<file path="config.mk">
export PLATFORM = sky130hd
export DESIGN_NAME = dmem_arbiter
export DESIGN_NICKNAME = d
export VERILOG_FILES = /design/src/rtl/dmem_arbiter.sv
export SDC_FILE = /design/constraint.sdc
export NUM_CORES = 1
export LEC_CHECK = 0
export ABC_AREA = 1
export CAP_MARGIN = 10
export CORE_ASPECT_RATIO = 0.8
export CORE_UTILIZATION = 25
export DETAILED_ROUTE_END_ITERATION = 16
export DONT_BUFFER_PORTS = 1
export GPL_TIMING_DRIVEN = 1
export HOLD_SLACK_MARGIN = 0.15
export SYNTH_ARGS = -nofsm -noshare
export SYNTH_HDL_FRONTEND = slang
export SYNTH_SLANG_ARGS = --single-unit
</file>
<file path="constraint.sdc">
create_clock -name clk -period 3.1 [get_ports clk]
set_input_delay 0.31 -clock clk [delete_from_list [all_inputs] [get_ports clk]]
set_output_delay 0.31 -clock clk [all_outputs]
set_load 0.005 [all_outputs]
</file>
<file path="src/rtl/dmem_arbiter.sv">
// Two-port arbiter in front of the single-port data memory: port 0 = core, port 1 = DMA/debug loader.
// Build macro DMEM_ARB_FAIRNESS_EN bounds consecutive core grants while the DMA port is waiting.
module dmem_arbiter #(
  parameter int ADDR_W          = 32,
  parameter int DATA_W          = 32,
  parameter int MEM_LAT         = 1,
  parameter int MAX_CORE_STREAK = 4
) (
  input  logic              clk,
  input  logic              reset,
  input  logic              core_req,
  input  logic              core_we,
  input  logic [ADDR_W-1:0] core_addr,
  input  logic [DATA_W-1:0] core_wdata,
  output logic              core_gnt,
  output logic              core_rvalid,
  output logic [DATA_W-1:0] core_rdata,
  input  logic              dma_req,
  input  logic              dma_we,
  input  logic [ADDR_W-1:0] dma_addr,
  input  logic [DATA_W-1:0] dma_wdata,
  output logic              dma_gnt,
  output logic              dma_rvalid,
  output logic [DATA_W-1:0] dma_rdata,
  output logic              mem_en,
  output logic              mem_we,
  output logic [ADDR_W-1:0] mem_addr,
  output logic [DATA_W-1:0] mem_wdata,
  input  logic [DATA_W-1:0] mem_rdata,
  output logic              busy
);

  localparam int CNT_W = $clog2(MEM_LAT + 1);

  if (MEM_LAT < 1 || MEM_LAT > 4) begin : g_bad_lat
    $error("dmem_arbiter: MEM_LAT must be 1..4");
  end
  if (MAX_CORE_STREAK < 1 || MAX_CORE_STREAK > 15) begin : g_bad_streak
    $error("dmem_arbiter: MAX_CORE_STREAK must be 1..15");
  end

  typedef enum logic { IDLE, WAIT } state_t;
  typedef enum logic { OWN_CORE, OWN_DMA } owner_t;

  state_t            state_q, state_d;
  owner_t            owner_q, owner_d;
  logic [CNT_W-1:0]  cnt_q, cnt_d;
  logic [DATA_W-1:0] core_rdata_q, dma_rdata_q;
  logic              rd_done, arb_ok, force_dma, core_win, dma_win;

  // The last WAIT cycle returns the read data and may already accept the next access.
  assign rd_done = (state_q == WAIT) && (cnt_q == '0);
  // Grants are combinational from req, so they are masked while reset is held.
  assign arb_ok  = !reset && ((state_q == IDLE) || rd_done);

`ifdef DMEM_ARB_FAIRNESS_EN
  logic [3:0] streak_q;

  assign force_dma = core_req && dma_req && (streak_q == 4'(MAX_CORE_STREAK));

  always_ff @(posedge clk or posedge reset) begin
    if (reset) begin
      streak_q <= '0;
    end else if (dma_win || !dma_req) begin
      streak_q <= '0;
    end else if (core_win && streak_q != 4'hF) begin
      streak_q <= streak_q + 4'd1;
    end
  end
`else
  assign force_dma = 1'b0;
`endif

  assign core_win = arb_ok && core_req && !force_dma;
  assign dma_win  = arb_ok && dma_req && !core_win;

  // NOTE: every always_comb output gets a default first, so no path can infer a latch.
  always_comb begin
    mem_we    = 1'b0;
    mem_addr  = '0;
    mem_wdata = '0;
    if (core_win) begin
      mem_we    = core_we;
      mem_addr  = core_addr;
      mem_wdata = core_wdata;
    end else if (dma_win) begin
      mem_we    = dma_we;
      mem_addr  = dma_addr;
      mem_wdata = dma_wdata;
    end
  end

  assign core_gnt    = core_win;
  assign dma_gnt     = dma_win;
  assign mem_en      = core_win || dma_win;
  assign busy        = (state_q == WAIT);
  assign core_rvalid = rd_done && (owner_q == OWN_CORE);
  assign dma_rvalid  = rd_done && (owner_q == OWN_DMA);
  assign core_rdata  = core_rvalid ? mem_rdata : core_rdata_q;
  assign dma_rdata   = dma_rvalid  ? mem_rdata : dma_rdata_q;

  always_comb begin
    state_d = state_q;
    owner_d = owner_q;
    cnt_d   = cnt_q;
    if (state_q == WAIT && cnt_q != '0) begin
      cnt_d = cnt_q - CNT_W'(1);
    end
    if (rd_done) begin
      state_d = IDLE;
    end
    if (mem_en && !mem_we) begin
      state_d = WAIT;
      cnt_d   = CNT_W'(MEM_LAT - 1);
      owner_d = dma_win ? OWN_DMA : OWN_CORE;
    end
  end

  // NOTE: state registers use non-blocking assignments so every flop samples pre-edge values.
  // NOTE: the read-data holding registers are cleared by reset too; they are architectural outputs.
  always_ff @(posedge clk or posedge reset) begin
    if (reset) begin
      state_q      <= IDLE;
      owner_q      <= OWN_CORE;
      cnt_q        <= '0;
      core_rdata_q <= '0;
      dma_rdata_q  <= '0;
    end else begin
      state_q <= state_d;
      owner_q <= owner_d;
      cnt_q   <= cnt_d;
      if (rd_done) begin
        if (owner_q == OWN_DMA) dma_rdata_q  <= mem_rdata;
        else                    core_rdata_q <= mem_rdata;
      end
    end
  end

endmodule
</file>
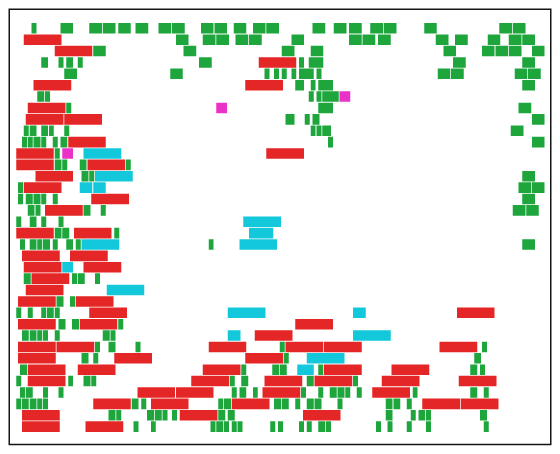
cell_classes.png
Magenta shows other buffers and delay cells, cells 3. Cyan shows clock drivers and dummy loads, cells 16. Red shows flip-flops, cells 67. Green shows all other logic, cells 247.

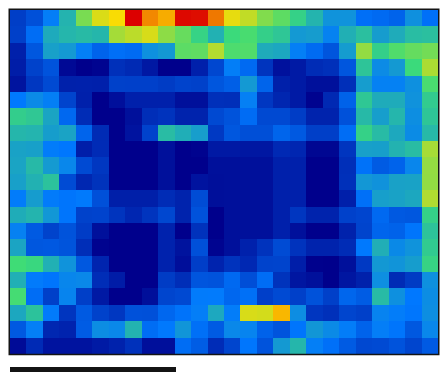
wire_density.png
The bar under the picture is 50 um long. The die is cut into 26 by 21 equal tiles; dark blue is low, red is high, scaled to the fullest tile. Values are wire area over tile area, all layers added.
The emptiest ninth of the die: centre. 10% of the tiles are nearly empty. 7.1% of the tiles are over half the peak. The mean over all tiles is 0.18. The fullest tile reaches 0.84.
aggregate routed wire length: 13100 um
overall track demand over capacity in global routing: 19.1%
routed length per instance: 25.5 um
number of vias in the routed layout: 2624

==> summary.txt <==
Results of the run.

Dividing total power by cell area gives a power density of 769 nW/um2. The power attributed to the clock group is 0.000991 W. Counting along the longest clock path gives a buffer depth of 2. The number of warning messages in the logs is 26. The total met3 wirelength after detailed routing is 2190 um. After legalization and detailed placement, the total HPWL measured 10600 um. The launch point of the worst register-to-register path is recorded as busy. The placement stage leaves a total instance area of 3280 um2. After layout, the minimum clock period comes to 2.40 ns.

After routing the design area is 3600 um2. The flow ran to the end, and the final reports show no timing, DRC or antenna violations. Endpoints failing hold in the final report were tallied at 0. The number of global-route vias before repair is 2537. The data required time at the worst endpoint is 2.79 ns. The congestion estimate from routability-driven global placement came to 0.960. The layout report gives the register share of total cell area as 46.6%. The power share of the sequential group is 44.1%.

The report lists the number of cells resized after CTS as 0. The dominant non-sequential cell family after synthesis is AND-OR/OR-AND gates. The endpoint of the worst-slack reg-to-reg timing path is dma_rdata_q[18].

The script extracted a net switching power of 0.000900 W. The starting utilization of the core area is 26.1%. The count of inverters other than clock inverters in the layout is 39.

Yosys reports that the leading cell type by area covers 51.9% of the netlist area. The count of library flops with an enable pin is 0. The data arrival time at the worst-slack endpoint is 2.09 ns. The die boundary height is 104 um. The post-synth register bit count is 67.

Warnings reported by Yosys during synthesis add up to 0. The STA report counts the stages on the worst setup path as 4. The main area contributors are sky130_fd_sc_hd__dfrtp_1, sky130_fd_sc_hd__a22o_1, sky130_fd_sc_hd__nand2_1. The total setup violations reported at the end of the flow is 0.

The combinational power is 0.000557 W. The relative contribution of the clock network to total power is 35.8%. For this design, the slowest cell found on the critical path is sky130_fd_sc_hd__inv_2. The report puts the hold buffer count at CTS at 0. The smallest hold slack is 0.173 ns. Net switching is 32.5% of the power.

The met2 global-route usage is 29.7%. The critical path endpoint is mem_wdata[16]. The kind of critical path is reg2out.

The repair_antennas step left the layout with diodes totalling 8. Ranking logic cells in the layout by count gives the top entries sky130_fd_sc_hd__nand2_1, sky130_fd_sc_hd__dfrtp_1, sky130_fd_sc_hd__a22o_1, sky130_fd_sc_hd__o21ai_0, sky130_fd_sc_hd__inv_1. The actual transition at the worst max-transition pin is 1.03 ns.

The worst slew margin relative to its limit is 30.9%. The registers reported with the highest flop counts are core_rdata_q: 32 flops, dma_rdata_q: 32 flops. The die covers 13400 um2. The worst hold path passes through 2 cells. The well-tap cell count is 171. Post-CTS timing repair inserted 0 buffers for setup. In the global route stage, met3 resource usage came out at 12.8%. The synthesized netlist devotes 10.4% of its cell area to simple gates.

As reported, the later end of the worst-skew pair has a clock insertion delay of 0.33 ns. The plain and repair buffers instantiated in the layout total 3. Counting cells, the worst reg-to-reg path comes to 4. The share of cell area taken by multi-input logic gates is 34.0%. After detailed routing, the number of remaining DRC violations is 0. The ratio of final minimum period to clock period is 77.3%.

The worst setup path startpoint is cnt_q. The number of CTS-inserted buffers is 9. By count the netlist is led by sky130_fd_sc_hd__nand2_1, sky130_fd_sc_hd__dfrtp_1, sky130_fd_sc_hd__a22o_1. Global route summary, busiest routing layer listed as met2.

The overall die width is 129 um. STA on the placed design reports a worst setup slack of 1.04 ns. The number of antenna violations at the first check in global routing came to 13. Per the OpenROAD power report, leakage power amounts to 1.70 nW.
Power figures rest on the tool's default switching activity, not on a simulated workload.
